==> src/rtl/reduce_combine.sv <==
// -----------------------------------------------------------------------------
// reduce_combine
//   Consumer end of the reduce-instruction FIFO. Each entry is {children, flit}
//   and is already addressed to the reduction root. Payloads that belong to the
//   same (contextId, tag) operation are merged in a small reduction table. Once
//   every contribution has arrived, one flit carrying the combined payload is
//   sent upstream. Leaf entries (children == 0) and entries with an unsupported
//   op skip the table and are forwarded unchanged.
//
// Ports
//   clk          clock
//   rst          synchronous active-high reset
//   in_data      {children, flit} from the reduce FIFO
//   in_valid     in_data valid
//   in_ready     entry accepted on the clk edge when in_valid & in_ready
//   out_flit     combined / forwarded flit (registered)
//   out_valid    out_flit valid (registered)
//   out_ready    downstream accepts on out_valid & out_ready
//   op_mismatch  one-cycle pulse: a merged packet's op differed from the entry op
//   table_full   all table entries busy (registered)
// -----------------------------------------------------------------------------
module reduce_combine #(
    parameter int FlitWidth     = 73,
    parameter int ChildrenWidth = 3,
    parameter int PayloadWidth  = 32,
    parameter int OpPos         = 32,
    parameter int TagPos        = 38,
    parameter int ContextIdPos  = 46,
    parameter int TableDepth    = 4
) (
    input  logic                                  clk,
    input  logic                                  rst,
    input  logic [FlitWidth+ChildrenWidth-1:0]    in_data,
    input  logic                                  in_valid,
    output logic                                  in_ready,
    output logic [FlitWidth-1:0]                  out_flit,
    output logic                                  out_valid,
    input  logic                                  out_ready,
    output logic                                  op_mismatch,
    output logic                                  table_full
);

    localparam int HdrWidth = FlitWidth - PayloadWidth;
    localparam int RemWidth = ChildrenWidth + 1;
    localparam int IdxWidth = (TableDepth > 1) ? $clog2(TableDepth) : 1;
    localparam int ValidPos = FlitWidth - 1;

    // Combine two payloads according to the entry op; unsupported ops never
    // reach the table, so the default arm is only a safe fallback.
    function automatic logic [PayloadWidth-1:0] combine(
        input logic [3:0]              op,
        input logic [PayloadWidth-1:0] a,
        input logic [PayloadWidth-1:0] b
    );
        logic [PayloadWidth-1:0] r;
        case (op)
            4'd0:    r = a + b;
            4'd1:    r = ($signed(a) > $signed(b)) ? a : b;
            4'd2:    r = ($signed(a) < $signed(b)) ? a : b;
            4'd3:    r = a & b;
            4'd4:    r = a | b;
            4'd5:    r = a ^ b;
            default: r = a;
        endcase
        return r;
    endfunction

    // Reduction table state
    logic [TableDepth-1:0]                    busy_q, busy_d;
    logic [TableDepth-1:0][7:0]               ctx_q, ctx_d;
    logic [TableDepth-1:0][7:0]               tag_q, tag_d;
    logic [TableDepth-1:0][3:0]               op_q, op_d;
    logic [TableDepth-1:0][RemWidth-1:0]      rem_q, rem_d;
    logic [TableDepth-1:0][PayloadWidth-1:0]  acc_q, acc_d;
    logic [TableDepth-1:0][HdrWidth-1:0]      hdr_q, hdr_d;

    // Output-side state
    logic [FlitWidth-1:0] out_flit_q, out_flit_d;
    logic                 out_valid_q, out_valid_d;
    logic                 op_mismatch_q, op_mismatch_d;
    logic                 table_full_q, table_full_d;

    // Decoded input fields
    logic [ChildrenWidth-1:0] in_children_s;
    logic [FlitWidth-1:0]     in_flit_s;
    logic                     in_vbit_s;
    logic [7:0]               in_ctx_s;
    logic [7:0]               in_tag_s;
    logic [3:0]               in_op_s;
    logic [PayloadWidth-1:0]  in_payload_s;
    logic                     leaf_s;
    logic                     unsup_s;

    logic                     match_s;
    logic [IdxWidth-1:0]      match_idx_s;
    logic                     free_s;
    logic [IdxWidth-1:0]      free_idx_s;
    logic                     out_ok_s;
    logic                     accept_s;
    logic [PayloadWidth-1:0]  acc_new_s;

    assign in_children_s = in_data[FlitWidth +: ChildrenWidth];
    assign in_flit_s     = in_data[FlitWidth-1:0];
    assign in_vbit_s     = in_data[ValidPos];
    assign in_ctx_s      = in_data[ContextIdPos +: 8];
    assign in_tag_s      = in_data[TagPos +: 8];
    assign in_op_s       = in_data[OpPos +: 4];
    assign in_payload_s  = in_data[PayloadWidth-1:0];
    assign leaf_s        = (in_children_s == {ChildrenWidth{1'b0}});
    assign unsup_s       = (in_op_s > 4'd5);

    // Key lookup and lowest-index free-slot search over the table
    always_comb begin
        match_s     = 1'b0;
        match_idx_s = {IdxWidth{1'b0}};
        free_s      = 1'b0;
        free_idx_s  = {IdxWidth{1'b0}};
        // Walk downwards so the last free hit is the lowest index.
        for (int i = TableDepth - 1; i >= 0; i--) begin
            if (busy_q[i] && (ctx_q[i] == in_ctx_s) && (tag_q[i] == in_tag_s)) begin
                match_s     = 1'b1;
                match_idx_s = IdxWidth'(i);
            end else begin
                match_s     = match_s;
            end
            if (!busy_q[i]) begin
                free_s     = 1'b1;
                free_idx_s = IdxWidth'(i);
            end else begin
                free_s     = free_s;
            end
        end
    end

    // Output register may be written only when empty or draining this cycle;
    // every accepted entry may write it, so acceptance is gated on that.
    assign out_ok_s = !out_valid_q || out_ready;
    assign in_ready = !rst && out_ok_s &&
                      (leaf_s || match_s || free_s || unsup_s || !in_vbit_s);
    assign accept_s = in_valid && in_ready;
    assign acc_new_s = combine(op_q[match_idx_s], acc_q[match_idx_s], in_payload_s);

    // Next-state logic for the table and output registers
    always_comb begin
        busy_d        = busy_q;
        ctx_d         = ctx_q;
        tag_d         = tag_q;
        op_d          = op_q;
        rem_d         = rem_q;
        acc_d         = acc_q;
        hdr_d         = hdr_q;
        out_flit_d    = out_flit_q;
        out_valid_d   = out_valid_q && !out_ready;
        op_mismatch_d = 1'b0;

        if (accept_s && in_vbit_s) begin
            if (leaf_s || unsup_s) begin
                out_flit_d  = in_flit_s;
                out_valid_d = 1'b1;
            end else if (match_s) begin
                // The entry op wins; a differing packet op is only flagged.
                op_mismatch_d = (in_op_s != op_q[match_idx_s]);
                if (rem_q[match_idx_s] == RemWidth'(1)) begin
                    busy_d[match_idx_s] = 1'b0;
                    out_flit_d          = {hdr_q[match_idx_s], acc_new_s};
                    out_valid_d         = 1'b1;
                end else begin
                    rem_d[match_idx_s] = rem_q[match_idx_s] - RemWidth'(1);
                    acc_d[match_idx_s] = acc_new_s;
                end
            end else begin
                // First contribution: children more are still to come.
                busy_d[free_idx_s] = 1'b1;
                ctx_d[free_idx_s]  = in_ctx_s;
                tag_d[free_idx_s]  = in_tag_s;
                op_d[free_idx_s]   = in_op_s;
                rem_d[free_idx_s]  = {1'b0, in_children_s};
                acc_d[free_idx_s]  = in_payload_s;
                hdr_d[free_idx_s]  = in_flit_s[FlitWidth-1:PayloadWidth];
            end
        end else begin
            busy_d = busy_q;
        end

        table_full_d = &busy_d;
    end

    // State registers with synchronous reset
    always_ff @(posedge clk) begin
        if (rst) begin
            busy_q        <= {TableDepth{1'b0}};
            ctx_q         <= '0;
            tag_q         <= '0;
            op_q          <= '0;
            rem_q         <= '0;
            acc_q         <= '0;
            hdr_q         <= '0;
            out_flit_q    <= {FlitWidth{1'b0}};
            out_valid_q   <= 1'b0;
            op_mismatch_q <= 1'b0;
            table_full_q  <= 1'b0;
        end else begin
            busy_q        <= busy_d;
            ctx_q         <= ctx_d;
            tag_q         <= tag_d;
            op_q          <= op_d;
            rem_q         <= rem_d;
            acc_q         <= acc_d;
            hdr_q         <= hdr_d;
            out_flit_q    <= out_flit_d;
            out_valid_q   <= out_valid_d;
            op_mismatch_q <= op_mismatch_d;
            table_full_q  <= table_full_d;
        end
    end

    assign out_flit    = out_flit_q;
    assign out_valid   = out_valid_q;
    assign op_mismatch = op_mismatch_q;
    assign table_full  = table_full_q;

endmodule

==> config.mk <==
export PLATFORM = sky130hd
export DESIGN_NAME = reduce_combine
export DESIGN_NICKNAME = d
export VERILOG_FILES = /design/src/rtl/reduce_combine.sv
export SDC_FILE = /design/constraint.sdc
export NUM_CORES = 1
export LEC_CHECK = 0
export CAP_MARGIN = 20
export CORE_UTILIZATION = 40
export DETAILED_ROUTE_END_ITERATION = 10
export PLACE_DENSITY_LB_ADDON = 0.15
export SYNTH_ARGS = -nofsm -noshare
export SYNTH_HDL_FRONTEND = slang
export SYNTH_SLANG_ARGS = --single-unit
==> constraint.sdc <==
create_clock -name clk -period 6.7 [get_ports clk]
set_clock_uncertainty 0.1 [all_clocks]
set_input_delay 0.67 -clock clk [delete_from_list [all_inputs] [get_ports clk]]
set_output_delay 0.67 -clock clk [all_outputs]
set_load 0.005 [all_outputs]
==> CHANGELOG.md, run 1 <==
## Flow update

* Status: completed
* Worst path most repeated cell: buf_4
* Syn avg cell area at 7.46 um^2
* Final core utilization at 51.8%
* Tool warnings at 92
* Post-DP HPWL at 84600 um
* Most instantiated logic cells after routing: 459 x nand2_1, 421 x buf_4, 388 x dfxtp_1
* Finished Cell Area at 31300 um^2
* Detailed-route via count at 28500
* Starting DRC count in detailed routing at 3256
* Diode count at 2
* Die H at 250 um
* Fin crit share at 97.9%
* Hold Fails Final Rpt at 0
* First-pass detailed-route iteration total at 8
* Mi-comb count at 2486
* Total track usage at 37.8%
* CTS buffer count at 47
* Share of layout cells above drive strength 1 at 16.8%
* Hold endpoint: out_flit[39]$_SDFFE_PP0P_
* Tightest Hold Check Type: register to register
* Drt wl/cell at 27.3 um
* Pre-CTS WS at -0.899 ns
* RSZ-0062 raised after global routing: true
* Clock Buffer Count at 73
* Fraction of area in registers at 24.8%
* Post-CTS Hold Buffers at 0
* Async set-reset flop share out of synthesis at 0%
* Adders+Majority by Area at 5.08%
* Hold_sp: out_flit[39]$_SDFFE_PP0P_
* CTS Buffer Depth at 3
* Clock Tree Root: clkbuf_16
* Final ANT Viol Nets at 0
* R2r worst-path depth at 26
* Synth top area share at 31.6%
* Worst setup endpoint: acc_q[3]$_SDFFE_PP0P_
* Sink Count at 388
* CTS tree: built
* Hold Crit Depth at 2
* Slew @ Worst Pin at 1.18 ns
* Reg area at 7770 um^2
* Max rail drop VDD at 0.203 mV
-- run 1: power groups by stage --
| stage | clock network, W | registers, W | logic, W |
|---|---|---|---|
| after floorplan | 0 | 0.00240 | 0.000405 |
| after global placement | 0 | 0.00240 | 0.000842 |
| after detailed placement | 0 | 0.00240 | 0.000846 |
| after CTS | 0.00279 | 0.00235 | 0.000851 |
| after global routing | 0.00289 | 0.00235 | 0.000924 |
| final | 0.00278 | 0.00235 | 0.000878 |
-- run 1: what timing repair did --
action | CTS | global route
setup buffers | 0 | 4
pin swaps | 0 | 10
resized | 4 | 37
endpoints found under the setup margin | 130 | 152
-- run 1: metal layers --
metal,wire length (um),GRT usage [%],up-vias
met5,25,0,-
met4,7740,21.4,4
met3,12000,7.20,447
met2,54200,60.5,1708
met1,47800,47.7,13800
li1,-,-,12600
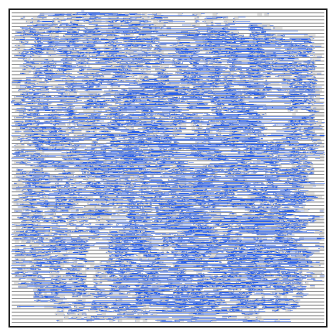
Run 1: metal 1
Supply wires on this layer in gray. Cells faint in the background.
wire length on this layer: 47.8 mm
nets with wire on the layer: 3545
share of all routed wire: 39%

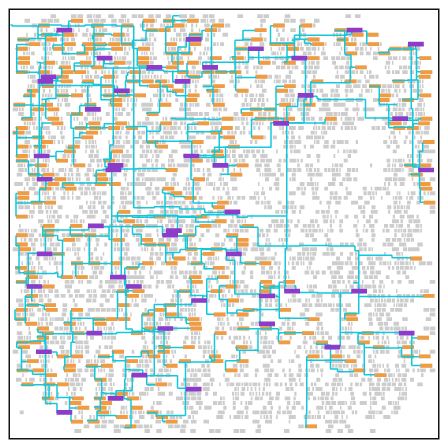
Run 1: clock network drawn from the DEF
[flip-flops] orange | count: 388
[clock wires] cyan | length: 5990 um
[cells driving clock nets] purple | count: 47
routed clock nets: 48
flops lie: all over the die

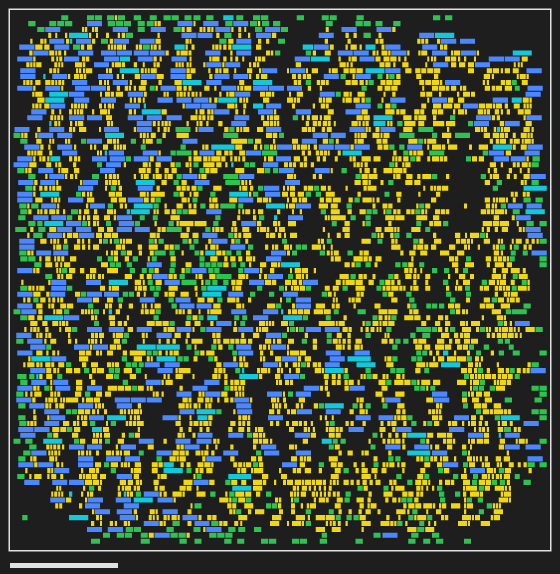
Run 1: cells colored by class
Bar = 50 um.
[all other logic] yellow | cells: 2598 | share of their area: 52%
[flip-flops] blue | cells: 388 | share of their area: 26%
[clock drivers and dummy loads] cyan | cells: 86 | share of their area: 5.5%
[other buffers and delay cells] green | cells: 597 | share of their area: 17%

Run 1, drive-strength map:
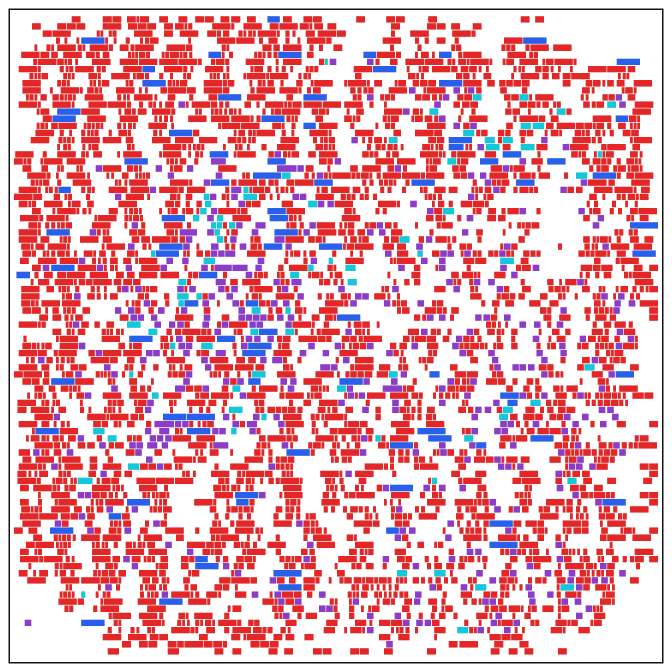

## Run 2: what changed since run 1
--- a/config.mk
+++ b/config.mk
@@ -5,9 +5,11 @@
 export SDC_FILE = /design/constraint.sdc
 export NUM_CORES = 1
 export LEC_CHECK = 0
+export ABC_AREA = 1
 export CAP_MARGIN = 20
 export CORE_UTILIZATION = 40
 export DETAILED_ROUTE_END_ITERATION = 10
+export HOLD_SLACK_MARGIN = 0.1
 export PLACE_DENSITY_LB_ADDON = 0.15
 export SYNTH_ARGS = -nofsm -noshare
 export SYNTH_HDL_FRONTEND = slang
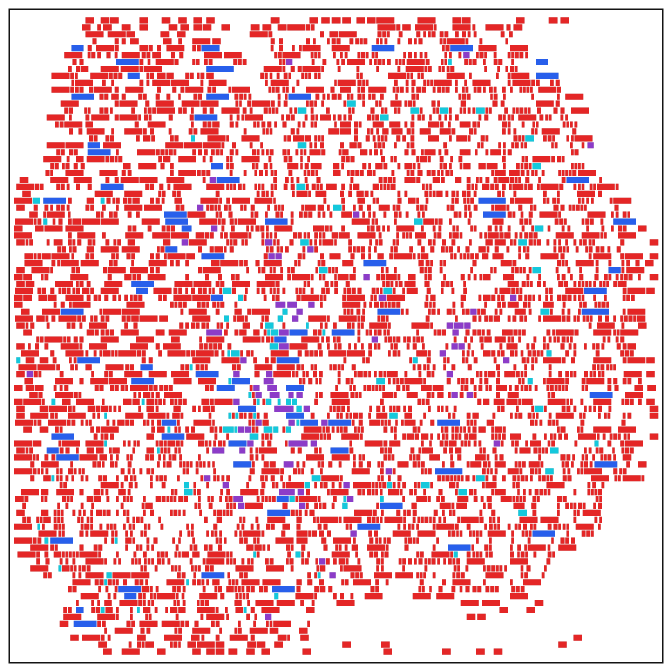
Run 2: drive-strength map
[drive 6 and up] blue | cells: 78
[drive 3 to 4] purple | cells: 76
[drive 1 or less] red | cells: 3983
[drive 2] cyan | cells: 101

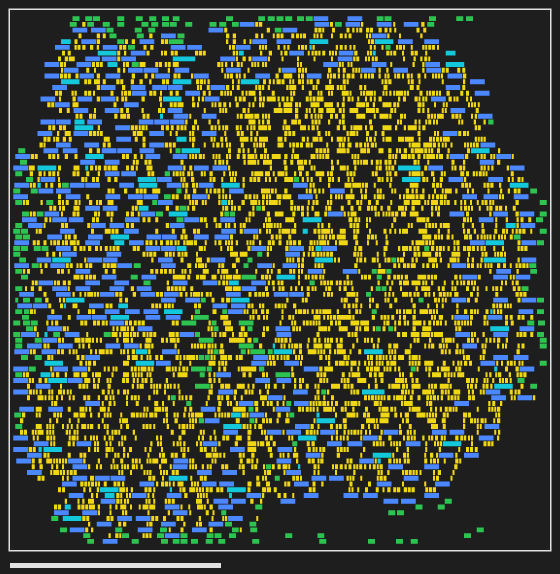
Run 2: cells colored by class
Bar = 100 um.
[clock drivers and dummy loads] cyan | cells: 86 | share of their area: 5.6%
[flip-flops] blue | cells: 388 | share of their area: 27%
[all other logic] yellow | cells: 3541 | share of their area: 59%
[other buffers and delay cells] green | cells: 223 | share of their area: 7.7%

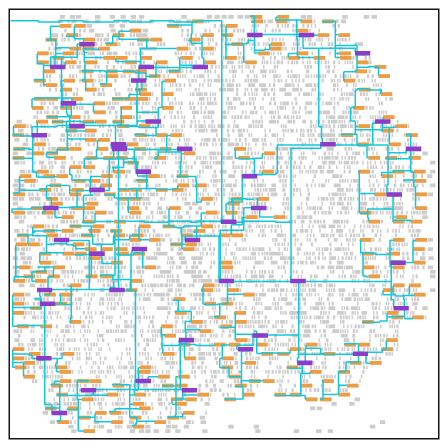
Run 2: clock network drawn from the DEF
[clock wires] cyan | length: 5880 um
[flip-flops] orange | count: 388
[cells driving clock nets] purple | count: 46
routed clock nets: 47
flops lie: all over the die

==> CHANGELOG.md, run 2 <==
## Flow update

* Met1 WL at 43900 um (was 47800 um)
* Post-CTS Hold Buffers at 0 (unchanged)
* Total track usage at 28.8% (was 37.8%)
* R2r worst-path depth at 34 (was 26)
* Syn avg cell area at 6.15 um^2 (was 7.46 um^2)
* Starting DRC count in detailed routing at 2506 (was 3256)
* Clock Tree Root: clkbuf_16 (unchanged)
* Met3 Usage GRT at 4.27% (was 7.20%)
* Final core utilization at 46.6% (was 51.8%)
* Tightest Hold Check Type: register to register (unchanged)
* CTS buffer count at 46 (was 47)
* Share of layout cells above drive strength 1 at 6.02% (was 16.8%)
* Most instantiated logic cells after routing: 998 x nand2_1, 494 x nor2_1, 482 x a21oi_1 (was 459 x nand2_1, 421 x buf_4, 388 x dfxtp_1)
* Final ANT Viol Nets at 0 (unchanged)
* Drt wl/cell at 19.0 um (was 27.3 um)
* Detailed-route via count at 27500 (was 28500)
* Post-CTS Resized at 0 (was 4)
* Fin crit share at 87.7% (was 97.9%)
* Max rail drop VDD at 0.240 mV (was 0.203 mV)
* CTS tree: built (unchanged)
* GRT busiest layer: met2 (unchanged)
* RSZ-0062 raised after global routing: false (was true)
* Status: completed (unchanged)
* Finished Cell Area at 29500 um^2 (was 31300 um^2)
* Mi-comb count at 3083 (was 2486)
* Synth top area share at 30.2% (was 31.6%)
* CTS Buffer Depth at 3 (unchanged)
* Tool warnings at 93 (was 92)
* Diode count at 0 (was 2)
* Fraction of area in registers at 26.3% (was 24.8%)
* Die H at 256 um (was 250 um)
* Post-DP HPWL at 63300 um (was 84600 um)
* Met3 wire len at 6330 um (was 12000 um)
* Hold Fails Final Rpt at 0 (unchanged)
* Sink Count at 388 (unchanged)
* Met1 Resource Use GR at 39.0% (was 47.7%)
* Top sig layer: met5 (unchanged)
* First-pass detailed-route iteration total at 5 (was 8)
* Met2 Use GR at 46.3% (was 60.5%)
* Hold Crit Depth at 2 (unchanged)
* Adders+Majority by Area at 4.84% (was 5.08%)
* Hold endpoint: rem_q[8]$_SDFFE_PP0P_ (was out_flit[39]$_SDFFE_PP0P_)
[run 2: netlist changes by cell type after synthesis, sizes merged, moves of 52 or more]
cell    change
mux2i      -52
inv       +341
nand2     +549
nor3       -76
a211oi     -68
nor2      +224
a311oi     -59
o21ai     +225
nand3     +290
clkbuf    -103
buf        +54
a21oi     +124
o211ai    -108
[run 2: power by group]
group          switching (W)  total [W]  internal (W)
combinational       0.000543   0.000809      0.000267
sequential         0.0000208    0.00236       0.00234
clock                0.00110    0.00261       0.00151
[run 2: through the flow]
stage / std cells / worst slack (ns)
6_report: 5084 / 0.825
3_3_place_gp: 4996 / 0.354
3_5_place_dp: 4998 / 0.349
4_1_cts: 5084 / 0.982
2_1_floorplan: 4186 / 1.92
5_1_grt: 5084 / 0.397
Power figures rest on the tool's default switching activity, not on a simulated workload.
